File: config.mk
export PLATFORM = sky130hd
export DESIGN_NAME = chain_decoder_q3
export DESIGN_NICKNAME = d
export VERILOG_FILES = /design/src/rtl/chain_codec_pkg.sv /design/src/rtl/chain_decoder_q3.sv
export SDC_FILE = /design/constraint.sdc
export NUM_CORES = 1
export LEC_CHECK = 0
export ABC_AREA = 1
export CORE_MARGIN = 8
export CORE_UTILIZATION = 50
export CTS_CLUSTER_DIAMETER = 150
export DETAILED_ROUTE_END_ITERATION = 10
export GPL_TIMING_DRIVEN = 0
export PLACE_DENSITY = 0.75
export SLEW_MARGIN = 0
export SYNTH_ARGS = -nofsm -noshare
export SYNTH_HDL_FRONTEND = slang
export SYNTH_SLANG_ARGS = --single-unit
File: constraint.sdc
create_clock -name clk -period 4.2 [get_ports clk]
set_clock_uncertainty 0.2 [all_clocks]
set_input_delay 0.63 -clock clk [delete_from_list [all_inputs] [get_ports clk]]
set_output_delay 0.63 -clock clk [all_outputs]
set_load 0.02 [all_outputs]
File: src/rtl/chain_codec_pkg.sv
// Shared constants, state encoding and chain arithmetic for the chained XOR-add byte codec.
// e[n] = d[n] ^ (d[n-1] + KEY) with d[-1] = SEED; decoding applies the same step with the roles swapped.
package chain_codec_pkg;

  localparam int unsigned DEF_WIDTH = 8;
  localparam logic [DEF_WIDTH-1:0] DEF_KEY = 8'h22;
  localparam logic [DEF_WIDTH-1:0] DEF_SEED = 8'h03;
  localparam logic [DEF_WIDTH-1:0] DEF_SYNC_BYTE = 8'h55;
  localparam int unsigned DEF_FRAME_LEN = 16;

  // Frame length is at most 255, so an 8-bit byte counter always suffices.
  localparam int unsigned CNT_W = 8;

  typedef enum logic [0:0] {
    HUNT = 1'b0,
    RUN  = 1'b1
  } state_e;

  // One chain step: the result is data_byte ^ (prev + KEY), with the carry dropped.
  function automatic logic [DEF_WIDTH-1:0] chain_step(input logic [DEF_WIDTH-1:0] prev,
                                                      input logic [DEF_WIDTH-1:0] data_byte);
    return data_byte ^ DEF_WIDTH'(prev + DEF_KEY);
  endfunction

endpackage

File: src/rtl/chain_decoder_q3.sv
// Receive-side chained XOR-add decoder: hunts for a sync byte, then decodes a fixed-length
// frame through a single registered output slot with valid/ready on both sides.
module chain_decoder_q3
  import chain_codec_pkg::*;
#(
  parameter int unsigned WIDTH = DEF_WIDTH,
  parameter logic [WIDTH-1:0] KEY = WIDTH'(DEF_KEY),
  parameter logic [WIDTH-1:0] SEED = WIDTH'(DEF_SEED),
  parameter logic [WIDTH-1:0] SYNC_BYTE = WIDTH'(DEF_SYNC_BYTE),
  parameter int unsigned FRAME_LEN = DEF_FRAME_LEN
) (
  input  logic             clk,
  input  logic             clear_n,
  input  logic             in_valid,
  output logic             in_ready,
  input  logic [WIDTH-1:0] in_data,
  output logic             out_valid,
  input  logic             out_ready,
  output logic [WIDTH-1:0] out_data,
  output logic             frame_last,
  output logic             sync_err
);

  localparam logic [CNT_W-1:0] LAST_IDX = CNT_W'(FRAME_LEN - 1);

  state_e           state_q, state_d;
  logic [WIDTH-1:0] prev_q, prev_d;
  logic [CNT_W-1:0] count_q, count_d;
  logic             out_valid_q, out_valid_d;
  logic [WIDTH-1:0] out_data_q, out_data_d;
  logic             frame_last_q, frame_last_d;
  logic             sync_err_q, sync_err_d;
  logic [WIDTH-1:0] decoded;
  logic             accept;

  // Next-state, handshake and output-slot update.
  always_comb begin
    state_d      = state_q;
    prev_d       = prev_q;
    count_d      = count_q;
    out_valid_d  = out_valid_q && !out_ready;
    out_data_d   = out_data_q;
    frame_last_d = frame_last_q && out_valid_d;
    sync_err_d   = 1'b0;
    in_ready     = 1'b1;
    accept       = 1'b0;
    decoded      = in_data ^ WIDTH'(prev_q + KEY);

    unique case (state_q)
      HUNT: begin
        // The output slot keeps draining here; a held last byte does not block the sync.
        accept = in_valid;
        if (accept) begin
          if (in_data == SYNC_BYTE) begin
            state_d = RUN;
            prev_d  = SEED;
            count_d = '0;
          end else begin
            sync_err_d = 1'b1;
          end
        end
      end
      RUN: begin
        in_ready = !out_valid_q || out_ready;
        accept   = in_valid && in_ready;
        if (accept) begin
          prev_d       = decoded;
          out_data_d   = decoded;
          out_valid_d  = 1'b1;
          frame_last_d = (count_q == LAST_IDX);
          if (count_q == LAST_IDX) begin
            state_d = HUNT;
            count_d = '0;
          end else begin
            count_d = CNT_W'(count_q + 1'b1);
          end
        end
      end
      default: state_d = HUNT;
    endcase
  end

  always_ff @(posedge clk or negedge clear_n) begin
    if (!clear_n) begin
      state_q      <= HUNT;
      prev_q       <= SEED;
      count_q      <= '0;
      out_valid_q  <= 1'b0;
      out_data_q   <= '0;
      frame_last_q <= 1'b0;
      sync_err_q   <= 1'b0;
    end else begin
      state_q      <= state_d;
      prev_q       <= prev_d;
      count_q      <= count_d;
      out_valid_q  <= out_valid_d;
      out_data_q   <= out_data_d;
      frame_last_q <= frame_last_d;
      sync_err_q   <= sync_err_d;
    end
  end

  assign out_valid  = out_valid_q;
  assign out_data   = out_data_q;
  assign frame_last = frame_last_q;
  assign sync_err   = sync_err_q;

endmodule

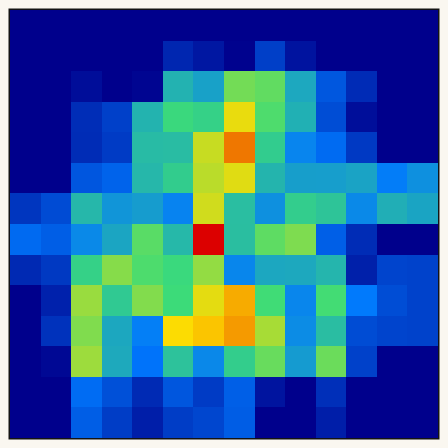
Fig. 1. Signal metal coverage by tile.
14 x 14 tiles, from dark blue (low) to red (high), scaled to the fullest tile. Values are wire area over tile area, all layers added.
The emptiest ninth of the die: top left. The mean over all tiles is 0.097. 15% of the tiles are over half the peak.
via count: 1278
detailed-route wire length: 3140 um
gr usage total: 0.131
Avg WL per Cell: 11.9 um

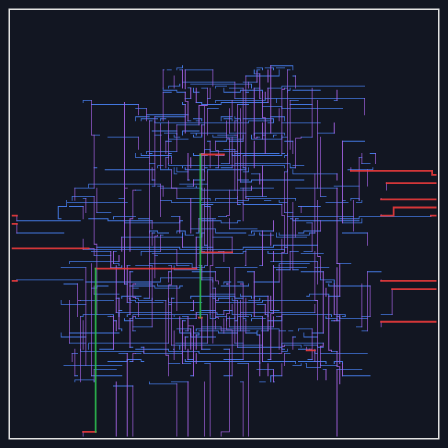
Fig. 2. Metal layers overlaid.
Key: blue = M1 [wire length 1570 um]; purple = M2 [wire length 1400 um]; green = M4 [wire length 54.4 um]; red = M3 [wire length 113 um]

==> reports/metrics.csv <==
stage;metric;value;unit
critical_path;arrival;1830;ps
critical_path;cp-end-kind;primary output;
routing;via_per_inst;4.84;
routing;drtIter0Drc;49;
clocking;cts-root-buf;clkbuf_4;
yosys;syn_avg_cell_area;7.51;um2
finish;nets;246;
clocking;clock_latency;330;ps
yosys;mux_area_frac;0;
yosys;ys_top_logic_family;simple AND/OR/NAND/NOR gates;
clocking;cts_resized;0;
yosys;ff_type;dfrtp_1;
die;ios;24;
pwr;leakage;0.917;nW
pwr;powerDensity;475;nW/um2
global_route;gr-total-overflow;0;
yosys;xor_share;0.0400;
clocking;hold_buffers;0;
clocking;post_cts_buffers;0;
final_timing;setup_viol_count_final;0;
final_timing;max_slew_margin;0.600;
final_timing;worst_slew_pin_slew;599;ps
global_route;grt_pass1_vias;1222;
min_path;worstHoldPathType;in2async;
run_status;status;complete, no violations;
critical_path;start_kind;input port;
routing;drt-pass1-iter-count;4;
final_timing;fin_crit_sh;0.633;
finish;syn2layout_area_growth;19.1;%
yosys;syn_nets;218;
finish;drive_gt1_frac;0.113;
routing;antenna_left;0;
critical_path;critPathMaxFanout;3;
die;core;2980;um2
final_timing;slew_viol_final;0;
global_route;grt_pass1_wl;5420;um
global_route;grt_max_degree;29;
yosys;ys_warn_count;0;
placed_design;place_congestion;0.836;
routing;post-route-drc-count;0;
critical_path;cp.required;3370;ps
yosys;top_area_cell;dfrtp_1;
die;die_area;5090;um2
yosys;synthTopCellsByArea;dfrtp_1, nand2_1, nand3_1;
final_timing;rsz0062_at_grt;false;
yosys;synth-area-yosys;1530;um2
final_timing;finalHoldViolCount;0;
clocking;cts_buffers;3;
final_timing;holdWs;74.3;ps
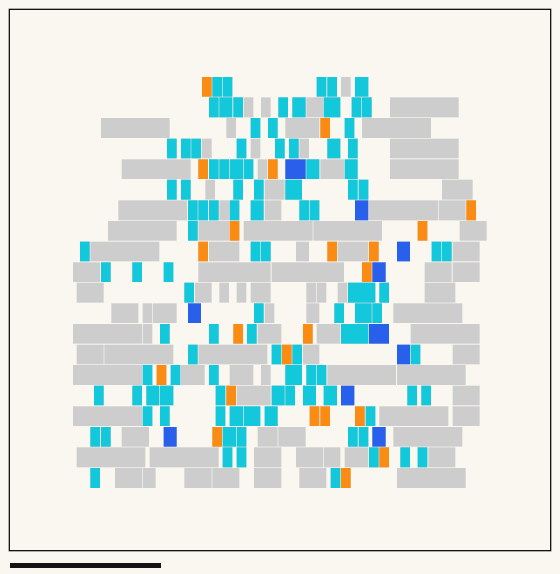
Fig. 3. Gate families picked out.
The bar under the picture is 20 um long.
Key: cyan = nand cells [cells 105, most used nand2_1]; orange = inv cells [cells 22, most used inv_1]; blue = aoi and oai cells [cells 10, most used o21ai_1]
combinational share of cell area: 0.388
dominant logic cell type in the layout: nand2_1
final std cells w/o fill: 264

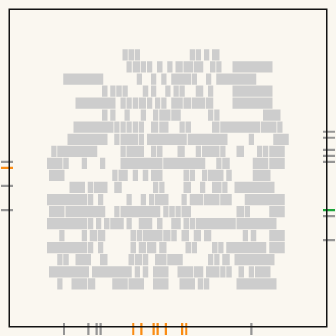
Fig. 4. Ports around the boundary.
Pins as bars across the die edge, other pins in gray.
Key: orange = in_data [pins 8, direction input, edge 7 bottom, 1 left]; green = sync_err [pins 1, direction output, edge right]
Die Height: 71.3 um
Die Wd: 71.3 um
port bufs: 23

## final timing paths
check | start | endpoint | slack (ps) | depth (start not counted)
hold / removal | clear_n | out_data[5]$_DFFE_PN0P_ | 70 | 1
min in group clk | out_data[3]$_DFFE_PN0P_ | out_data[3]$_DFFE_PN0P_ | 300 | 2
setup reg to reg | prev_q[1]$_DFFE_PN1P_ | prev_q[7]$_DFFE_PN0P_ | 2480 | 7
setup / recovery | out_ready | in_ready | 1540 | 4
max in group asynchronous | clear_n | out_valid$_DFF_PN0_ | 3320 | 1
hold reg to reg | out_data[3]$_DFFE_PN0P_ | out_data[3]$_DFFE_PN0P_ | 300 | 2
## flip-flops by register name, summed over array words and instances, names as in the netlist
signal and flops:
count_q 8, frame_last 1, sync_err 1, prev_q 8
out_valid 1, state_q 1, out_data 8
## cell usage after synthesis, types with 2 or more instances
cell and n:
nand2_1 82, nand4_1 3, dfstp_2 2, ha_1 2
nor2_4 2, o21ai_0 3, buf_6 3, xor2_1 3
nor2_1 18, nand3_1 16, inv_2 6, dfrtp_1 26
nand2_2 2, xnor2_1 4, inv_1 16, o21ai_1 4
nand3_2 2, nor2_2 4
## logic make-up (layout without fill, tap and decap cells)
kind of cell	count (synthesis)	after routing
xor gates and xnor gates	7	7
AOI/OAI and AO/OA	10	10
adders and majority gates	2	2
and+or+nand+nor	131	131
DFF	28	28
buffers and inverters	26	53
## cell type report
class	instances	area, um2
fillers	286	1150
multi-input cells	150	707
flip-flops and latches	28	703
repair buffers	23	225
inverters	22	82.6
well taps	33	41.3
plain buffers	4	38.8
clock buffers	4	26.3
## power breakdown
| group | total (W) | internal [W] | leakage [nW] | switching (W) |
|---|---|---|---|---|
| Sequential | 0.000412 | 0.000352 | 0.360 | 0.0000599 |
| Combinational | 0.000341 | 0.000157 | 0.542 | 0.000184 |
| Clock | 0.000114 | 0.0000373 | 0.0150 | 0.0000764 |
| Total | 0.000867 | 0.000547 | 0.917 | 0.000320 |
## per-layer routing
layer | GRT usage | routed length, um | vias up
met1 | 0.171 | 1570 | 574
met2 | 0.203 | 1400 | 19
met4 | 0.0647 | 54 | 0
met3 | 0.0223 | 113 | 5
li1 | - | - | 680
met5 | 0 | 0 | -
## worst max-delay path: stages
cell             delay [ps]
clkdlybuf4s50_1         500
nor2_4                   60
nand2_1                  50
clkdlybuf4s50_1         590
## cells in the final DEF (no fill, tap or decap), types with 3 or more instances in the layout
cell and instances:
nand4_1 3, clkbuf_4 3, inv_2 6, xor2_1 3, nor2_2 4, buf_6 3
nand2_1 82, nor2_1 18, o21ai_1 4, clkdlybuf4s50_1 22, inv_1 16, nand3_1 16
dfrtp_1 26, o21ai_0 3, xnor2_1 4
## per-stage QoR
stage	setup WS [ps]	total power, W	area [um2]	util	std cells
after global routing	1510	0.000934	1820	0.613	264
final	1540	0.000867	1820	0.613	264
after detailed placement	1530	0.000760	1800	0.605	260
after CTS	1530	0.000875	1830	0.614	264
after floorplan	2490	0.000626	1530	-	204
after global placement	1540	0.000748	1800	0.605	260
Power and IR drop assume default switching activity.
